Figure 1. Metal 3 (run 1).
Bar = 50 um.
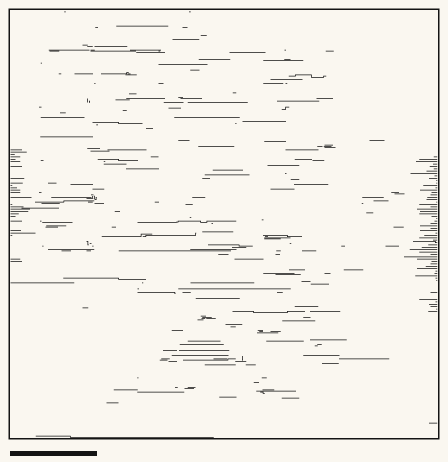
Figure 2. Sequential cells grouped by signal name (run 1).
Bar = 50 um.
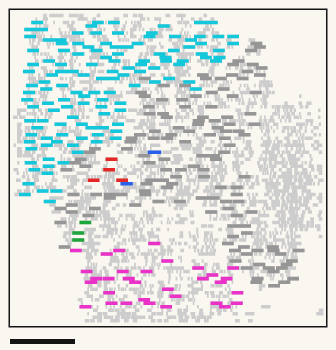
Figure 3. Local utilization (run 1).
The die is cut into 24 by 24 equal tiles; white is low, dark blue is high, 0 to 100% covered.
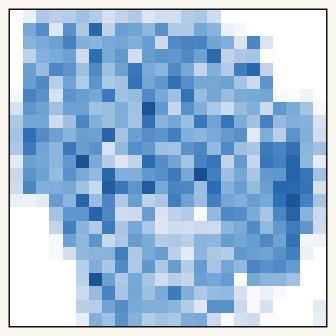
$ cat config.mk
export PLATFORM = sky130hd
export DESIGN_NAME = instruction_prefetch_queue_flat
export DESIGN_NICKNAME = d
export VERILOG_FILES = /design/src/rtl/instruction_prefetch_queue_if.sv /design/src/rtl/instruction_prefetch_queue.sv /design/src/flat_wrapper.sv
export SDC_FILE = /design/constraint.sdc
export NUM_CORES = 1
export LEC_CHECK = 0
export ABC_AREA = 1
export ABC_CLOCK_PERIOD_IN_PS = 2500
export CORE_MARGIN = 2
export CORE_UTILIZATION = 30
export CTS_BUF_LIST = sky130_fd_sc_hd__clkbuf_4 sky130_fd_sc_hd__clkbuf_8
export DETAILED_ROUTE_END_ITERATION = 16
export PLACE_DENSITY = 0.48
export SLEW_MARGIN = 20
export SYNTH_ARGS = -nofsm -noshare
export SYNTH_HDL_FRONTEND = slang
export SYNTH_SLANG_ARGS = --single-unit
$ cat constraint.sdc
create_clock -name i_Clock -period 2.5 [get_ports i_Clock]
set_input_delay 0.25 -clock i_Clock [delete_from_list [all_inputs] [get_ports i_Clock]]
set_output_delay 0.25 -clock i_Clock [all_outputs]
set_load 0.02 [all_outputs]
$ cat src/rtl/instruction_prefetch_queue_if.sv
// Bundles the instruction-memory handshake and the decode-side queue interface
// of the instruction prefetch queue. The master modport is the queue itself;
// the slave modport is the surrounding memory and decode environment.
interface instruction_prefetch_queue_if #(
    parameter int XLEN = 32
);
    logic            o_ImemReqValid;
    logic [XLEN-1:0] o_ImemAddr;
    logic            i_ImemReqReady;
    logic            i_ImemRespValid;
    logic [XLEN-1:0] i_ImemRespData;
    logic            i_Redirect;
    logic [XLEN-1:0] i_RedirectTarget;
    logic            o_Valid;
    logic [XLEN-1:0] o_PC;
    logic [XLEN-1:0] o_NextPC;
    logic [XLEN-1:0] o_InstructionWord;
    logic            o_InstructionAddressMisaligned;
    logic            i_Ready;

    modport master (
        output o_ImemReqValid, o_ImemAddr,
        input  i_ImemReqReady, i_ImemRespValid, i_ImemRespData,
        input  i_Redirect, i_RedirectTarget,
        output o_Valid, o_PC, o_NextPC, o_InstructionWord, o_InstructionAddressMisaligned,
        input  i_Ready
    );

    modport slave (
        input  o_ImemReqValid, o_ImemAddr,
        output i_ImemReqReady, i_ImemRespValid, i_ImemRespData,
        output i_Redirect, i_RedirectTarget,
        input  o_Valid, o_PC, o_NextPC, o_InstructionWord, o_InstructionAddressMisaligned,
        output i_Ready
    );
endinterface

$ cat src/rtl/instruction_prefetch_queue.sv
// Instruction prefetch queue: keeps up to DEPTH in-order requests in flight to
// instruction memory and buffers the returned words in a DEPTH-entry FIFO that
// feeds decode. Redirects flush the FIFO and turn every outstanding request
// into a response that must be discarded.

// Protocol and invariant checks on the queue's internal counters.
module instruction_prefetch_queue_checker #(
    parameter int DEPTH = 4,
    parameter int CW    = 3
) (
    input logic          clk,
    input logic          rst_n,
    input logic          resp_valid,
    input logic [CW-1:0] inflight,
    input logic [CW-1:0] discard,
    input logic [CW-1:0] count
);
    // A response may only arrive while at least one request is outstanding.
    resp_needs_request: assert property (@(posedge clk) disable iff (!rst_n)
        resp_valid |-> (inflight != {CW{1'b0}}));

    // Counters stay within the credit window.
    inflight_bounded: assert property (@(posedge clk) disable iff (!rst_n)
        inflight <= CW'(DEPTH));
    count_bounded: assert property (@(posedge clk) disable iff (!rst_n)
        count <= CW'(DEPTH));
    discard_within_inflight: assert property (@(posedge clk) disable iff (!rst_n)
        discard <= inflight);
endmodule

module instruction_prefetch_queue #(
    parameter int              XLEN     = 32,
    parameter int              DEPTH    = 4,
    parameter logic [XLEN-1:0] RESET_PC = 32'h0000_0000
) (
    input logic                        i_Clock,
    input logic                        i_Reset,
    instruction_prefetch_queue_if.master bus
);
    localparam int AW = $clog2(DEPTH);
    localparam int CW = AW + 1;

    logic [XLEN-1:0] pc_r;
    logic [XLEN-1:0] entry_pc_r   [DEPTH];
    logic [XLEN-1:0] entry_word_r [DEPTH];
    logic [DEPTH-1:0] entry_mis_r;
    logic [AW-1:0]   rd_ptr_r;
    logic [AW-1:0]   wr_ptr_r;
    logic [CW-1:0]   count_r;
    logic [CW-1:0]   inflight_r;
    logic [CW-1:0]   discard_r;
    logic            halted_r;

    logic            aligned_s;
    logic            credit_s;
    logic            req_valid_s;
    logic            req_fire_s;
    logic            resp_s;
    logic            pop_s;
    logic            push_s;
    logic            mark_s;
    logic [XLEN-1:0] push_pc_s;
    logic [XLEN-1:0] push_word_s;
    logic            push_mis_s;
    logic [CW-1:0]   inflight_nxt_s;
    logic [CW-1:0]   count_nxt_s;

    // Wrapping PC increment shared by fetch and the head NextPC output.
    function automatic logic [XLEN-1:0] pc_plus4(input logic [XLEN-1:0] pc);
        return pc + XLEN'(4);
    endfunction

    assign aligned_s   = (pc_r[1:0] == 2'b00);
    // Buffered entries plus outstanding requests must never exceed the FIFO size,
    // so every response is guaranteed a free slot.
    assign credit_s    = ({1'b0, count_r} + {1'b0, inflight_r}) < (CW + 1)'(DEPTH);
    // Reset gating keeps the request line low during reset even though the
    // fetch state already holds RESET_PC.
    assign req_valid_s = i_Reset && !halted_r && !bus.i_Redirect && aligned_s && credit_s;
    assign req_fire_s  = req_valid_s && bus.i_ImemReqReady;
    assign resp_s      = bus.i_ImemRespValid;
    assign pop_s       = (count_r != {CW{1'b0}}) && bus.i_Ready;

    // Outstanding count after this cycle's request and response.
    assign inflight_nxt_s = inflight_r + {{AW{1'b0}}, req_fire_s} - {{AW{1'b0}}, resp_s};
    assign count_nxt_s    = count_r + {{AW{1'b0}}, push_s} - {{AW{1'b0}}, pop_s};

    // Select what, if anything, enters the FIFO this cycle: a live response word
    // (tagged with the PC of the oldest outstanding request) or a misalignment marker.
    always_comb begin
        push_s      = 1'b0;
        mark_s      = 1'b0;
        push_pc_s   = pc_r;
        push_word_s = {XLEN{1'b0}};
        push_mis_s  = 1'b0;
        if (resp_s) begin
            if (discard_r == {CW{1'b0}}) begin
                push_s      = 1'b1;
                push_pc_s   = pc_r - (XLEN'(inflight_r) << 2);
                push_word_s = bus.i_ImemRespData;
            end else begin
                push_s = 1'b0;
            end
        end else if (!halted_r && !aligned_s && (inflight_r == {CW{1'b0}})
                     && (discard_r == {CW{1'b0}}) && (count_r < CW'(DEPTH))) begin
            push_s     = 1'b1;
            mark_s     = 1'b1;
            push_pc_s  = pc_r;
            push_mis_s = 1'b1;
        end else begin
            push_s = 1'b0;
        end
    end

    // Fetch PC, FIFO pointers and the credit/discard bookkeeping; a redirect
    // overrides every other update.
    always_ff @(posedge i_Clock or negedge i_Reset) begin
        if (!i_Reset) begin
            pc_r       <= RESET_PC;
            rd_ptr_r   <= {AW{1'b0}};
            wr_ptr_r   <= {AW{1'b0}};
            count_r    <= {CW{1'b0}};
            inflight_r <= {CW{1'b0}};
            discard_r  <= {CW{1'b0}};
            halted_r   <= 1'b0;
        end else if (bus.i_Redirect) begin
            pc_r       <= bus.i_RedirectTarget;
            rd_ptr_r   <= {AW{1'b0}};
            wr_ptr_r   <= {AW{1'b0}};
            count_r    <= {CW{1'b0}};
            inflight_r <= inflight_nxt_s;
            discard_r  <= inflight_nxt_s;
            halted_r   <= 1'b0;
        end else begin
            pc_r       <= req_fire_s ? pc_plus4(pc_r) : pc_r;
            rd_ptr_r   <= pop_s ? rd_ptr_r + AW'(1) : rd_ptr_r;
            wr_ptr_r   <= push_s ? wr_ptr_r + AW'(1) : wr_ptr_r;
            count_r    <= count_nxt_s;
            inflight_r <= inflight_nxt_s;
            discard_r  <= (resp_s && (discard_r != {CW{1'b0}})) ? discard_r - CW'(1) : discard_r;
            halted_r   <= halted_r || mark_s;
        end
    end

    // FIFO storage writes; nothing is written in a redirect cycle.
    always_ff @(posedge i_Clock or negedge i_Reset) begin
        if (!i_Reset) begin
            for (int i = 0; i < DEPTH; i++) begin
                entry_pc_r[i]   <= {XLEN{1'b0}};
                entry_word_r[i] <= {XLEN{1'b0}};
            end
            entry_mis_r <= {DEPTH{1'b0}};
        end else if (push_s && !bus.i_Redirect) begin
            entry_pc_r[wr_ptr_r]   <= push_pc_s;
            entry_word_r[wr_ptr_r] <= push_word_s;
            entry_mis_r[wr_ptr_r]  <= push_mis_s;
        end
    end

    assign bus.o_ImemReqValid                 = req_valid_s;
    assign bus.o_ImemAddr                     = pc_r;
    assign bus.o_Valid                        = (count_r != {CW{1'b0}});
    assign bus.o_PC                           = entry_pc_r[rd_ptr_r];
    assign bus.o_NextPC                       = pc_plus4(entry_pc_r[rd_ptr_r]);
    assign bus.o_InstructionWord              = entry_word_r[rd_ptr_r];
    assign bus.o_InstructionAddressMisaligned = (count_r != {CW{1'b0}}) && entry_mis_r[rd_ptr_r];

    instruction_prefetch_queue_checker #(
        .DEPTH (DEPTH),
        .CW    (CW)
    ) u_checker (
        .clk        (i_Clock),
        .rst_n      (i_Reset),
        .resp_valid (bus.i_ImemRespValid),
        .inflight   (inflight_r),
        .discard    (discard_r),
        .count      (count_r)
    );
endmodule

$ cat src/flat_wrapper.sv
// flat-port wrapper written by rule: the top's interface ports become plain ports
module instruction_prefetch_queue_flat 
#(
    parameter int              XLEN     = 32,
    parameter int              DEPTH    = 4,
    parameter logic [XLEN-1:0] RESET_PC = 32'h0000_0000
)
  (i_Clock, i_Reset, bus_o_ImemReqValid, bus_o_ImemAddr, bus_i_ImemReqReady, bus_i_ImemRespValid, bus_i_ImemRespData, bus_i_Redirect, bus_i_RedirectTarget, bus_o_Valid, bus_o_PC, bus_o_NextPC, bus_o_InstructionWord, bus_o_InstructionAddressMisaligned, bus_i_Ready);
  instruction_prefetch_queue_if #(.XLEN(XLEN)) bus_i ();
  input logic i_Clock;
  input logic i_Reset;
  output wire logic [$bits(bus_i.o_ImemReqValid)-1:0] bus_o_ImemReqValid;
  output wire logic [$bits(bus_i.o_ImemAddr)-1:0] bus_o_ImemAddr;
  input wire logic [$bits(bus_i.i_ImemReqReady)-1:0] bus_i_ImemReqReady;
  input wire logic [$bits(bus_i.i_ImemRespValid)-1:0] bus_i_ImemRespValid;
  input wire logic [$bits(bus_i.i_ImemRespData)-1:0] bus_i_ImemRespData;
  input wire logic [$bits(bus_i.i_Redirect)-1:0] bus_i_Redirect;
  input wire logic [$bits(bus_i.i_RedirectTarget)-1:0] bus_i_RedirectTarget;
  output wire logic [$bits(bus_i.o_Valid)-1:0] bus_o_Valid;
  output wire logic [$bits(bus_i.o_PC)-1:0] bus_o_PC;
  output wire logic [$bits(bus_i.o_NextPC)-1:0] bus_o_NextPC;
  output wire logic [$bits(bus_i.o_InstructionWord)-1:0] bus_o_InstructionWord;
  output wire logic [$bits(bus_i.o_InstructionAddressMisaligned)-1:0] bus_o_InstructionAddressMisaligned;
  input wire logic [$bits(bus_i.i_Ready)-1:0] bus_i_Ready;
  assign bus_o_ImemReqValid = bus_i.o_ImemReqValid;
  assign bus_o_ImemAddr = bus_i.o_ImemAddr;
  assign bus_i.i_ImemReqReady = bus_i_ImemReqReady;
  assign bus_i.i_ImemRespValid = bus_i_ImemRespValid;
  assign bus_i.i_ImemRespData = bus_i_ImemRespData;
  assign bus_i.i_Redirect = bus_i_Redirect;
  assign bus_i.i_RedirectTarget = bus_i_RedirectTarget;
  assign bus_o_Valid = bus_i.o_Valid;
  assign bus_o_PC = bus_i.o_PC;
  assign bus_o_NextPC = bus_i.o_NextPC;
  assign bus_o_InstructionWord = bus_i.o_InstructionWord;
  assign bus_o_InstructionAddressMisaligned = bus_i.o_InstructionAddressMisaligned;
  assign bus_i.i_Ready = bus_i_Ready;
  instruction_prefetch_queue #(.XLEN(XLEN), .DEPTH(DEPTH), .RESET_PC(RESET_PC)) u_core (.i_Clock(i_Clock), .i_Reset(i_Reset), .bus(bus_i));
endmodule
==> reports/results.tsv, run 1 <==
metric	value	unit
Crit path max-delay family	buffers and inverters	
Logic family by area	simple AND/OR/NAND/NOR gates	
Top cells excl fill/tap	1157 x nand2_1, 303 x dfrtp_1, 211 x buf_4	
critical path endpoint category	primary output	
worst-path cell chain	clkinv_8, buf_12, clkbuf_16, nand2_1, nand3_1, nand2_2, nor2_4, nand2_1, nor2_1, buf_4, nand2_1, xor2_1, buf_4	
DIE HEIGHT	245	um
FFs & Latches	306	
net switching power	9680	uW
hold depth	3	
synthesized cell area	0.0174	mm^2
DRC	0	
DRT iter0 DRCs	1243	
count leader, synth	nand2_1	
CTS max path bufs	3	
CP max stage cell	dfrtp_4	
Setup violations, final	54	
Reg-to-Reg End	u_core.discard_r[2]	
crit-path max FO	6	
status	finished with violations	
proportion of layout cells with a drive suffix above 1	22.4	%
cell internal pwr	13700	uW
CTS root buf	clkbuf_8	
initial antenna violation count	1	
CP peak stage delay	0.56	ns
Max-Cap Viols	0	
Top Ports	201	
buffering overhead	16.8	%
Seq power	6380	uW
post-layout period usage	118	%
Final clock-cell share	5.40	%
ys flops	306	
xor+xnor area frac	2.52	%
global-route wire length before repair	101000	um
Adder Area Share	1.57	%
WL/cell	17.8	um
grt peak-use layer	met2	
FP Rows	88	
Inverters	136	
Top cell by count, worst path	nand2_1	
Largest cell class	combinational gates	
Startpoint Class	flip-flop	
sw frac	41.4	%
M2 GR Usage	36.3	%
minimum clock period	2.95	ns
number of global-route vias before repair	17536	
Data arrival, critical path	2.70	ns
final std cells w/o fill	3711	
# clock sinks	306	
top power group	combinational logic	
clock network fraction of total power	23.3	%
combinational power	11600	uW
Final WS setup	-0.451	ns
worst-margin pin slew	1.03	ns
Fmax achieved	0.339	GHz
top_reg_cell synth	dfrtp_1	
cts bufs inserted	58	
Pleak	0.0122	uW
Core ar.	0.0576	mm^2
yosys cell count	2548	
EDFF count, synth	0	
cell taking the most area after synthesis	dfrtp_1	
dpl cells	3570	
M1 WL	30000	um
worst reg2reg path depth	13	
Storage cell area	0.00766	mm^2
Pre-antenna DRT Iters	5	
failing checks	negative setup slack	
grt met3 use	2.82	%
Multi-In Gates	1978	
end point of the worst hold path	u_core.bus.o_ImemAddr[3]	
Yosys cell types	38	
combinational fraction of design power	49.5	%
gr usage total	21.6	%
logic area	0.00949	mm^2
VDD IR-drop max	0.000698	V
synth cell count leaders	1255 x nand2_1, 306 x dfrtp_1, 246 x nor2_1	
WL final	66100	um
R2R Setup Slk	0.08	ns
H-tree Lvls	2	
CTS tree	done	
yosys warns	0	
FP Util	30.2	%
YS chip area	0.0174	mm^2
via count	17775	
Hold Worst Slack	0.178	ns
min-delay src	bus_i_RedirectTarget[3]	
WP depth	13	
RR Startpoint	u_core.inflight_r[2]	
largest net degree at the start of global routing	168	
via/cell ratio	4.79	
sequential power share	27.3	%
post-placement worst setup slack	-0.356	ns
Latency at later pin	0.69	ns
Hold-fix buffers, CTS	1	
clock-pin slew on the worst setup and hold paths	0.06	ns
Clock Buffer Count	97	
total power	23400	uW
and+or+nand+nor area frac	38.5	%
Worst Setup SP	u_core.rd_ptr_r[0]	
Back to the opening pictures, Figure 1:
- longest straight run: 81.9 um
- main direction: horizontal

Back to the opening pictures, Figure 2:
- cyan: u_core.entry_word_r (flops 128)
- magenta: u_core.bus.o_ImemAddr (flops 32)
- red: u_core.entry_mis_r (flops 4)
- green: u_core.inflight_r (flops 3)
- blue: u_core.rd_ptr_r (flops 2)
- not colored: 137

Back to the opening pictures, Figure 3:
- fullest tile: 88%
- mean over tiles: 38%
- tiles over 75% full: 3.6%
- nearly empty tiles: 16%

==> run 2, diff against run 1 <==
GPL_ROUTABILITY_DRIVEN = 0   (was unset)
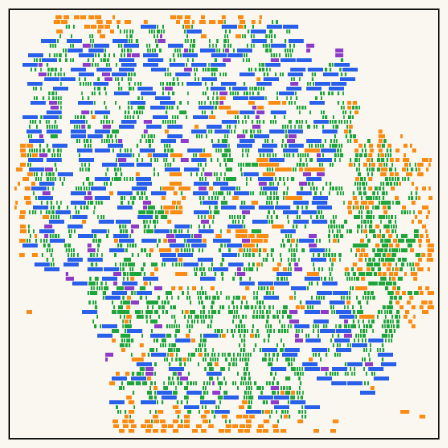
Figure 4: run 2, cell classes on the final placement.
- orange: other buffers and delay cells (cells 406)
- purple: clock drivers and dummy loads (cells 101)
- green: all other logic (cells 2114)
- blue: flops (cells 306)

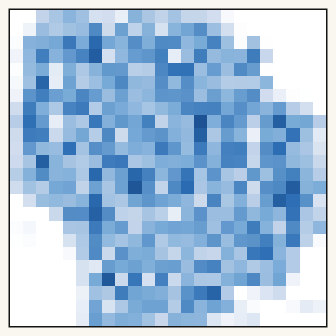
Figure 5: run 2, local utilization.
The die is cut into 24 by 24 equal tiles; white is low, dark blue is high, 0 to 100% covered.
FP Util: 30.2%
Core ar.: 0.0576 mm^2

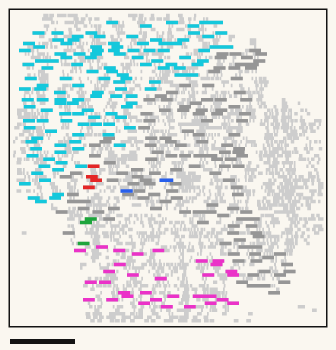
Figure 6: run 2, sequential cells grouped by signal name.
Bar = 50 um.
- cyan: u_core.entry_word_r (flops 128)
- magenta: u_core.bus.o_ImemAddr (flops 32; where south)
- blue: u_core.rd_ptr_r (flops 2)
- red: u_core.entry_mis_r (flops 4; where west)
- green: u_core.inflight_r (flops 3)
- not colored: 137

==> reports/results.tsv, run 2 <==
metric	value	unit	change
Top cells excl fill/tap	1195 x nand2_1, 304 x dfrtp_1, 209 x nor2_1		was 1157 x nand2_1, 303 x dfrtp_1, 211 x buf_4
Top cell by count, worst path	nand2_1		unchanged
largest net degree at the start of global routing	132		was 168
R2R Setup Slk	0.08	ns	about the same
failing checks	negative setup slack		unchanged
critical path endpoint category	primary output		unchanged
top power group	combinational logic		unchanged
Pre-antenna DRT Iters	5		unchanged
sequential power share	28.5	%	was 27.3%
status	finished with violations		unchanged
Startpoint Class	flip-flop		unchanged
post-placement worst setup slack	-0.358	ns	was -0.356 ns
Fmax achieved	0.335	GHz	was 0.339 GHz
Crit path max-delay family	simple AND/OR/NAND/NOR gates		was buffers and inverters
CTS tree	done		unchanged
Yosys cell types	38		unchanged
combinational power	10900	uW	was 11600 uW
number of global-route vias before repair	17436		was 17536
via count	17756		was 17775
worst-margin pin slew	0.927	ns	was 1.03 ns
ys flops	306		unchanged
RR Startpoint	u_core.count_r[2]		was u_core.inflight_r[2]
combinational fraction of design power	48.6	%	was 49.5%
clock network fraction of total power	22.9	%	was 23.3%
M1 WL	29100	um	was 30000 um
DRT iter0 DRCs	1280		was 1243
logic area	0.00911	mm^2	was 0.00949 mm^2
yosys cell count	2548		unchanged
H-tree Lvls	2		unchanged
EDFF count, synth	0		unchanged
M2 GR Usage	35.6	%	was 36.3%
DIE HEIGHT	245	um	unchanged
Multi-In Gates	1978		unchanged
and+or+nand+nor area frac	38.5	%	unchanged
worst-path cell chain	clkinv_8, buf_12, clkbuf_16, nand2_1, nand3_1, nand2_2, nor2_2, nand2_1, nor2_4, buf_4, nand3_1, nand2_1, nand2_1, buf_2		was clkinv_8, buf_12, clkbuf_16, nand2_1, nand3_1, nand2_2, nor2_4, nand2_1, nor2_1, buf_4, nand2_1, xor2_1, buf_4
dpl cells	3565		was 3570
VDD IR-drop max	0.000656	V	was 0.000698 V
cell taking the most area after synthesis	dfrtp_1		unchanged
worst reg2reg path depth	13		unchanged
FFs & Latches	306		unchanged
end point of the worst hold path	u_core.bus.o_ImemAddr[12]		was u_core.bus.o_ImemAddr[3]
final std cells w/o fill	3693		was 3711
buffering overhead	16.5	%	was 16.8%
Reg-to-Reg End	u_core.discard_r[2]		unchanged
Hold Worst Slack	0.206	ns	was 0.178 ns
cell internal pwr	13100	uW	was 13700 uW
WL final	64500	um	was 66100 um
# clock sinks	306		unchanged
post-layout period usage	120	%	was 118%
cts bufs inserted	56		was 58
Final WS setup	-0.489	ns	was -0.451 ns
Storage cell area	0.00766	mm^2	about the same
CP peak stage delay	0.56	ns	about the same
hold depth	3		unchanged
count leader, synth	nand2_1		unchanged
Final clock-cell share	5.18	%	was 5.40%
yosys warns	0		unchanged
Seq power	6380	uW	about the same
Inverters	136		unchanged
Pleak	0.0118	uW	was 0.0122 uW
Top Ports	201		unchanged
CP max stage cell	dfrtp_4		unchanged
global-route wire length before repair	100000	um	was 101000 um
net switching power	9280	uW	was 9680 uW
Setup violations, final	53		was 54
Max-Cap Viols	0		unchanged
DRC	0		unchanged
Power is estimated from default activity; no workload was simulated.
